==> config.mk <==
export PLATFORM = sky130hd
export DESIGN_NAME = neuron_iter_scheduler_flat
export DESIGN_NICKNAME = d
export VERILOG_FILES = /design/src/rtl/neuron_iter_if.sv /design/src/rtl/neuron_iter_scheduler.sv /design/src/flat_wrapper.sv
export SDC_FILE = /design/constraint.sdc
export NUM_CORES = 1
export LEC_CHECK = 0
export CELL_PAD_IN_SITES_DETAIL_PLACEMENT = 1
export CELL_PAD_IN_SITES_GLOBAL_PLACEMENT = 1
export CORE_MARGIN = 2
export CORE_UTILIZATION = 30
export CTS_BUF_LIST = sky130_fd_sc_hd__clkbuf_8 sky130_fd_sc_hd__clkbuf_16
export DETAILED_ROUTE_END_ITERATION = 16
export PLACE_DENSITY = 0.61
export SYNTH_ARGS = -nofsm -noshare
export SYNTH_HDL_FRONTEND = slang
export SYNTH_SLANG_ARGS = --single-unit
==> constraint.sdc <==
create_clock -name clk -period 3.1 [get_ports clk]
set_input_delay 0.31 -clock clk [delete_from_list [all_inputs] [get_ports clk]]
set_output_delay 0.31 -clock clk [all_outputs]
set_load 0.05 [all_outputs]
**Run 1: signal wires on met2**

Scale bar: 20 um.
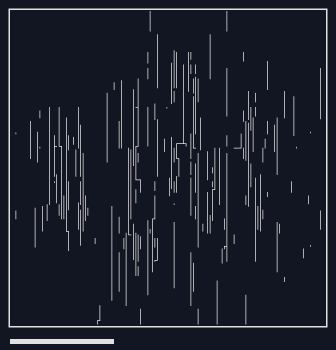
The wires run mostly vertical. The longest straight run is 21.8 um. 104 nets have wire on it. The layer carries 914 um of wire.
final WL: 2030 um
via count: 741
GRT met2 Usage: 21.7%

**Run 1: clock wires, drivers and flops**

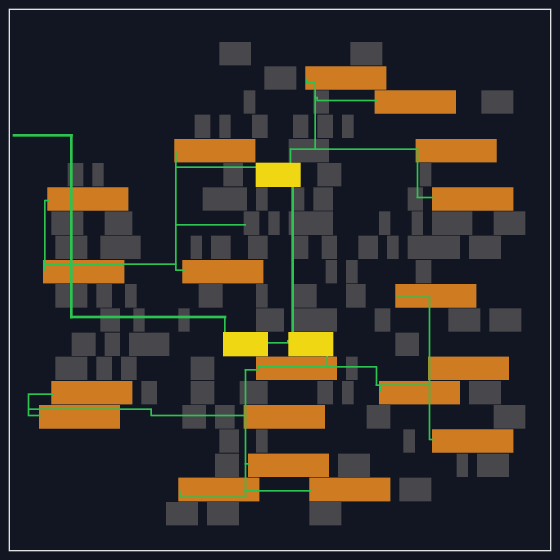
Key: clock wires = green [length 279 um]; clock-net drivers = yellow [count 3]; flip-flops = orange [count 19]
There are 4 routed clock nets.
clock group total power: 176 uW
Clk pwr share: 17.0%
Late-Pin Clk Latency: 0.26 ns
Clock Skews: 0.00213 ns

**Run 1: cell classes on the final placement**

Scale bar: 20 um. Fill, decap, tap and diode cells in grey.
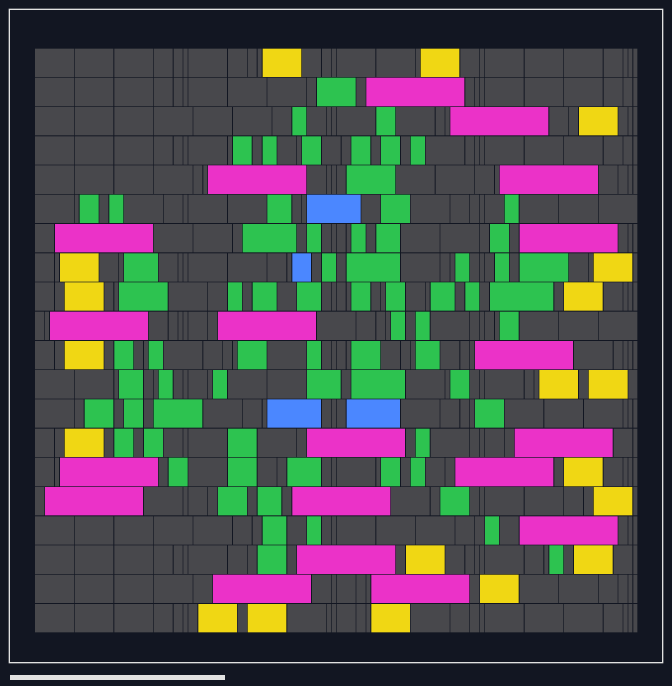
Key: registers = magenta [cells 19]; clock drivers and dummy loads = blue [cells 4]; remaining buffers and delay cells = yellow [cells 19]; remaining logic cells = green [cells 71]
final instance area: 1210 sq um
core area: 3050 sq um
Rows: 20
Util after Layout: 39.8%

==> reports/qor.csv, run 1 <==
stage,metric,value,unit
flow_run,Log Warnings,26,
grt,number of global-route vias before repair,769,
synth,Synth Area in Compound Gates,18.4,%
synth,Cell area leaders,"dfrtp_1 (49%), nor2b_4 (4.3%), o21ai_0 (4.2%)",
timing,maximum clock frequency,0.545,GHz
synth,most common cell in the netlist,dfrtp_1,
layout,max FFs per register,4,
synth,Async SR Flop Fraction,100,%
synth,Top-area cell share,49.4,%
power,leakage,0.000526,uW
placement,Place WS,1.43,ns
synth,Post-synth top cells,"dfrtp_1 (19), nor2_1 (10), nand2_1 (9)",
clocking,CTS Hold Bufs,0,
drt,WL met2,913,um
synth,Unique cell types,34,
worst_setup_path,kind of cell adding the most delay to the critical path,buffers and inverters,
grt,Total GRT Usage,13.5,%
synth,Yosys Warn Count,0,
worst_setup_path,reg2reg setup slack,1.50,ns
synth,synthesized area,963,sq um
synth,post-synthesis adder-cell area fraction,3.90,%
timing,Setup Viol. Count Final,0,
clocking,post-CTS sizing,0,
synth,sequential element share of the synthesized area,49.4,%
placement,DP Area,1170,sq um
clocking,CTS Sinks,19,
layout,layout cells sized above 1,9.73,%
timing,Tcrit/Tclk final,59.2,%
die,die boundary width,60.7,um
timing,worst setup margin,1.27,ns
outcome,outcome,finished clean,
synth,Synthesized registers,19,
layout,Top cells excl fill/tap,"clkdlybuf4s50_1 (19), dfrtp_1 (19), nor2_1 (10), nand2_1 (9), o21ai_0 (8)",
synth,mux share,1.04,%
power,total power,1030,uW
synth,largest non-sequential cell family by area,simple AND/OR/NAND/NOR gates,
placement,port buffer count,19,
worst_setup_path,CP Class,register to output pin,
worst_setup_path,WP depth,1,
die,Die Ht,60.7,um
drt,Starting DRT DRC Count,1,
placement,GPL Wtd Cong,0.748,
layout,Fill cells,365,
flow_run,MaxCap Viol Count,0,
synth,post-synth net total,101,
synth,Yosys top cell by area,dfrtp_1,
synth,"EDFF count, synth",0,
layout,area grow syn2layout,26.0,%
timing,Setup TNS Final,0,ns
worst_setup_path,type of origin of the critical path,register,
clocking,clock-pin slew on the worst setup and hold paths,0.08,ns
timing,worst slew pin tran,0.734,ns
timing,Max Slew Vio Count,0,
worst_setup_path,Worst Path Max Fanout,6,
drt,DR top layer,met4,
synth,# Cells Yosys,94,
drt,DRT Pass-1 Iters,2,
grt,GR Layer Usage met1,18.3,%
die,Top Ports,20,
layout,"Cell Count, Final, Fillers Out",157,
timing,unrepaired setup endpoints after global routing,no,
worst_setup_path,WP data required,2.79,ns
worst_setup_path,Arrival @ worst endpoint,1.52,ns
power,P per Cell Area,851,nW/um^2
layout,ANT cells,0,
power,Worst VDD drop,304,uV
synth,xor/xnor share,0,%
grt,met3 Use GR,2.13,%
grt,final global-route overflow total,0,
worst_setup_path,CP Capture Type,output pin,
worst_setup_path,Reg2Reg Depth,4,
clocking,number of setup buffers added after CTS,0,
drt,metal3 WL,73,um
clocking,H-tree levels,1,
synth,main flop type,dfrtp_1,
grt,first-pass GRT wire length,3660,um
synth,Mapped Cells,94,
-- run 1: power by group --
| part | total (uW) | switching [uW] | internal (uW) |
|---|---|---|---|
| logic | 456 | 278 | 178 |
| registers | 401 | 94.7 | 306 |
| clock network | 176 | 86.6 | 89.4 |
-- run 1: final cells by class --
cell class,instances,area (sq um),share of cell area [%]
inverters,4,15.0,1.24
repair buffers,19,190,15.7
clock inverters,1,5.00,0.412
well taps,44,55.1,4.54
clock buffers,3,41.3,3.40
flip-flops and latches,19,475,39.2
multi-input cells,67,432,35.6
-- run 1: kinds of logic (layout without fill, tap and decap cells) --
family,after synthesis,after routing
simple gates,37,37
compound gates,26,26
flops,19,19
buf+inv,8,27
fa+ha+maj,3,3
mux,1,1
--- run 2 (diff from run 1) ---
- PLACE_DENSITY: 0.61 -> 0.64
- clock period: 3.1 -> 1.68 ns (I/O delays scaled with it)
**Run 2: cell classes on the final placement**

Scale bar: 20 um. Fill, decap, tap and diode cells in grey.
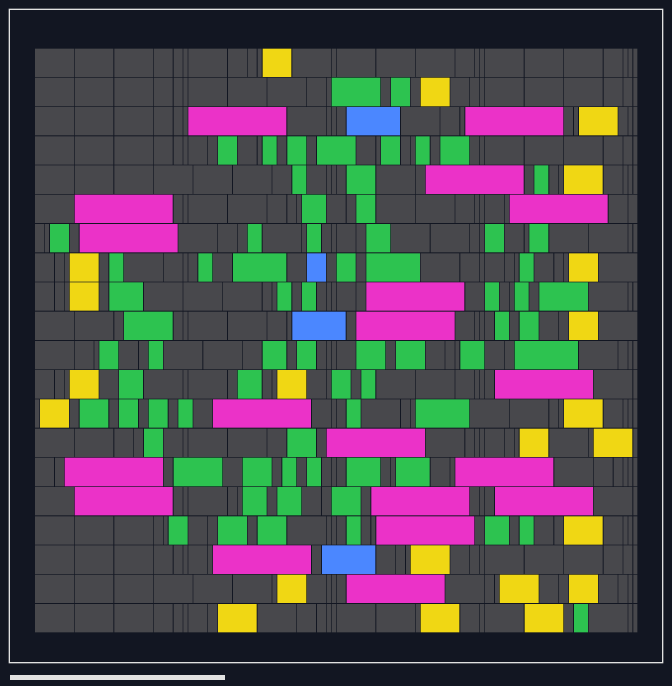
Key: clock drivers and dummy loads = blue [cells 4]; remaining buffers and delay cells = yellow [cells 22]; remaining logic cells = green [cells 71]; registers = magenta [cells 19]
flop share of the area: 39.2%

**Run 2: signal wires on met2**

Scale bar: 20 um.
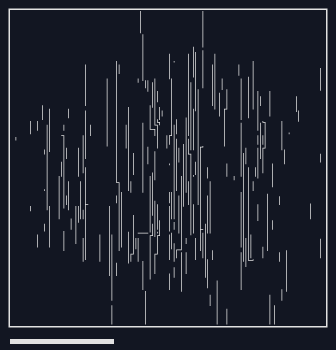
The wires run mostly vertical. The layer carries 1050 um of wire. The longest straight run is 23.3 um. 109 nets have wire on it. The layer holds 49% of the routed length.
via count: 791
GRT met2 Usage: 23.0%
final WL: 2170 um

==> run 2 against run 1 <==
Compared with the run above:
- critical path depth unchanged
- routed wire length up 6.8%
- worst setup slack worse by 1.1 ns
- die size unchanged
- non-clock buffer count up 3
==> reports/qor.csv, run 2 <==
stage,metric,value,unit
worst_setup_path,reg2reg setup slack,0.26,ns
drt,DR top layer,met4,
timing,Setup TNS Final,0,ns
drt,DRT Pass-1 Iters,4,
synth,most common cell in the netlist,dfrtp_1,
die,die boundary width,60.7,um
layout,layout cells sized above 1,19.8,%
clocking,clock-pin slew on the worst setup and hold paths,0.07,ns
synth,Mapped Cells,94,
clocking,post-CTS sizing,0,
clocking,number of setup buffers added after CTS,0,
clocking,H-tree levels,1,
die,Die Ht,60.7,um
outcome,outcome,finished clean,
synth,Post-synth top cells,"dfrtp_1 (19), nor2_1 (10), nand2_1 (9)",
clocking,CTS Sinks,19,
power,total power,1920,uW
die,Top Ports,20,
synth,Async SR Flop Fraction,100,%
grt,number of global-route vias before repair,797,
worst_setup_path,Reg2Reg Depth,4,
layout,area grow syn2layout,26.0,%
synth,Top-area cell share,49.4,%
placement,DP Area,1170,sq um
grt,final global-route overflow total,0,
synth,main flop type,dfrtp_1,
synth,Yosys Warn Count,0,
timing,Setup Viol. Count Final,0,
placement,GPL Wtd Cong,0.781,
grt,met3 Use GR,1.92,%
timing,Max Slew Vio Count,0,
layout,Top cells excl fill/tap,"dfrtp_1 (19), buf_4 (12), nor2_1 (10), clkdlybuf4s50_1 (10), nand2_1 (9)",
power,comb pwr,863,uW
worst_setup_path,Arrival @ worst endpoint,1.39,ns
synth,Yosys top cell by area,dfrtp_1,
timing,Tcrit/Tclk final,92.9,%
synth,post-synth net total,101,
die,Rows,20,
-- run 2: through the flow --
stage	setup WS, ns	utilization (%)
global route	0.0905	39.8
finish	0.120	39.8
floorplan	0.0304	-
detailed placement	0.232	38.2
CTS	0.108	39.8
global placement	0.284	38.2
-- run 2: logic make-up (layout without fill, tap and decap cells) --
group	after synthesis	in the layout	share of synthesized area (%)
AND/OR/NAND/NOR	37	37	21.4
AND-OR/OR-AND	26	26	18.4
flip-flops	19	19	49.4
buffers and inverters	8	30	5.84
adder cells (fa/ha/maj)	3	3	3.90
multiplexers	1	1	1.04
-- run 2: final cells by class --
class,instances,area [sq um],area share (%)
clock buffers,3,41.3,3.40
clock inverters,1,5.00,0.412
repair buffers,22,190,15.7
inverters,4,15.0,1.24
multi-input cells,67,432,35.6
flip-flops and latches,19,475,39.2
well taps,44,55.1,4.54
Power figures rest on the tool's default switching activity, not on a simulated workload.
